Design sweep_acq_control, sky130hd; sources not shown.
Signal wires by layer:
Scale: 3 px per um. Only two layers are drawn.
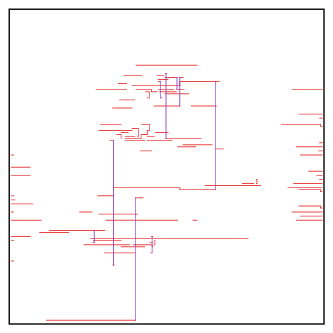
layer	colour	wire length
metal 4	purple	169 um
metal 3	red	677 um
total track usage: 21.7%
wirelength, routed: 11600 um
vias: 3864
wire per inst: 17.5 um

I/O pins on the die edge:
Scale: 4 px per um. Pins as bars across the die edge, other pins in grey.
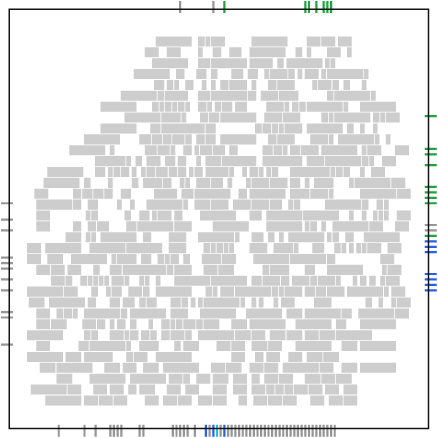
port	colour	pins	direction	edge
MaxPackageNumber	green	16	input	9 right, 7 top
EndDAC0	blue	10	input	7 right, 3 bottom
OneDACDone	cyan	1	output	bottom
Chip Height: 104 um
die width: 104 um
IO buf count: 88

Clock routing:
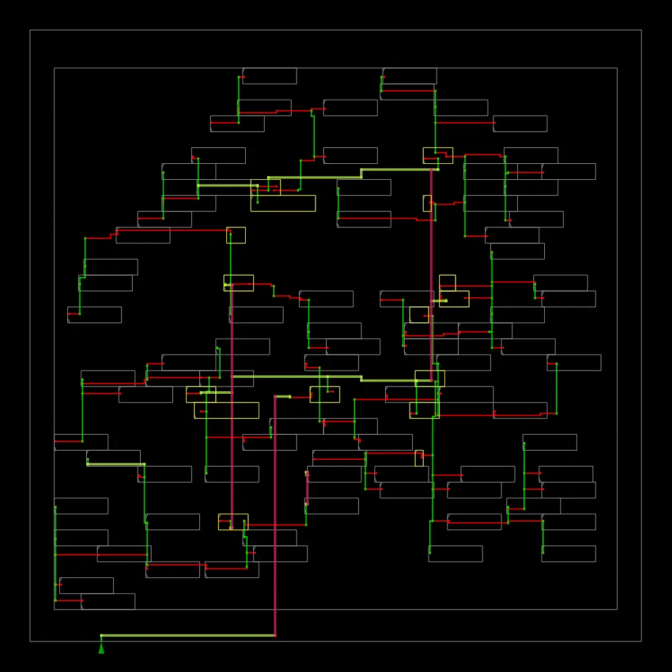
clock skew: 0.0100 ns
flop count: 85
clk sinks: 85
Latency at later pin: 0.36 ns
total CTS buffers: 9

==> out/metrics.csv <==
stage;metric;value;unit
finish;design_area;5870;um^2
finish;regArea;2130;um^2
floorplanning;io_pins;89;
power;p_int;3.09;mW
detailed_routing;drc_errors;0;
sta;rsz0062_at_grt;false;
yosys;netlist.area_leader.share;45.8;%
run;drv_cap;0;
detailed_routing;met3_length;676;um
critical_path;crit_path_top_delay_cell;o41a_1;
sta;setup_tns;0;ns
yosys;synth.distinct_cells;56;
finish;antenna_cells;0;
power;cellLeakagePower;2.56;nW
power;ir_drop;0.615;mV
detailed_routing;avgViaCountPerCell;5.83;
placement;dp_cells;647;
critical_path;crit_arrival;3.02;ns
floorplanning;core_area;8890;um^2
detailed_routing;dr.pass1.iters;6;
yosys;ys_cells;463;
cts;clock_path_buffers;2;
power;swShare;37.7;%
floorplanning;rows;34;
placement;place_hpwl;8650;um
detailed_routing;topRoutingLayerUsed;met4;
yosys;syn_inst;463;
sta;drv_slew;0;
cts;post_cts_buffers;0;
floorplanning;die-area;10900;um^2
finish;fill_cells;693;
run;tool_warnings;26;
yosys;synth.most_common_cell;dfrtp_1;
sta;final-setup-viol-count;0;
detailed_routing;antenna_left;0;
cts;cts_max_level;3;
sta;clock.fmax;0.361;GHz
cts;cts-root-buf;clkbuf_8;
sta;tightest_slew;0.854;ns
detailed_routing;wl_met2;5450;um
yosys;synth-area-yosys;4650;um^2
power;comb_power_share;45.6;%
yosys;numSynthFlops;85;
critical_path;path_class;flop to flop;
cts;ctsHoldBuffers;0;
outcome;outcome;finished clean;
yosys;yosys.area.top_type;dfrtp_1;
global_routing;grt_pass1_wl;19100;um
global_routing;use_met3;4.59;%
power;netSwitchingPower;1.87;mW
critical_path;worstPathRequired;3.35;ns
yosys;async_reset_ff_share;100;%
critical_path;startpoint_type;flop;
critical_path;crit_chain;ha_1 > nand3_1 > or2_1 > o41ai_4 > o41a_1 > buf_4 > o21ai_2 > o31ai_1;
hold_path;min_path_type;primary input to async pin;
critical_path;r2r_slack;0.33;ns
sta;finalCriticalPeriod;2.77;ns
cts;cts_resized;0;
detailed_routing;met1_length;5310;um
sta;fin_crit_sh;89.2;%
yosys;ys.flop_type;dfrtp_1;
power;power.density;845;nW/um^2
yosys;synth_area_per_cell;10.0;um^2
finish;nets;635;
global_routing;grt_max_degree;55;
finish;comb_area;2310;um^2
placement;placed_cell_area;5660;um^2
power;total_power;4.96;mW
global_routing;grt.overflow.total;0;
yosys;synth_seq_share;45.8;%
power groups by stage:
stage | logic [mW] | clock network [mW] | registers [mW]
floorplan | 1.45 | 0 | 1.77
global placement | 2.15 | 0 | 1.84
detailed placement | 2.25 | 0 | 1.86
CTS | 2.27 | 0.878 | 1.84
global route | 2.52 | 0.930 | 1.90
finish | 2.26 | 0.864 | 1.84
layout by cell type (no fill, tap or decap), drive strengths merged, types with 5 or more instances in the layout:
cell	synthesis	layout
clkbuf	15	11
a21oi	20	20
o21a	5	5
nand2	62	62
inv	31	31
ha	28	28
o31ai	10	10
and2	11	11
o21ai	49	49
buf	7	11
dfrtp	85	85
mux2	28	28
a31oi	7	7
and3	9	9
o41ai	5	5
nor2	22	22
o2bb2a	7	7
nand3	11	11
clkdlybuf4s50	0	87
nand4	7	7
nand2b	7	7
critical path: cells and delay by family, from the launching register on:
family | cells | cell delay (ns)
compound gates | 4 | 1.17
flops | 1 | 0.49
fa+ha+maj | 1 | 0.40
simple gates | 2 | 0.34
buf+inv | 1 | 0.25
layout make-up:
| type | instances | share of cell area (%) |
|---|---|---|
| multi-input combinational | 325 | 39.4 |
| sequential | 85 | 36.2 |
| timing repair buffer | 98 | 16.4 |
| tap | 108 | 2.30 |
| clock buffer | 11 | 2.24 |
| inverter | 31 | 1.98 |
| clock inverter | 5 | 1.45 |
cell families after synthesis:
family / after synthesis / synth area share [%]
compound gates: 126 / 19.5
fa+ha+maj: 28 / 7.54
buf+inv: 53 / 4.68
flops: 85 / 45.8
mux: 28 / 6.78
simple gates: 143 / 15.7
per-stage QoR:
stage	utilization, %	hold slack (ns)	setup slack, ns
after floorplan	-	0.324	0.799
after global placement	63.6	0.464	0.568
after detailed placement	63.6	0.475	0.457
after global routing	66.1	0.273	0.301
final	66.1	0.243	0.333
after CTS	66.1	0.260	0.433
Power and IR drop assume default switching activity.
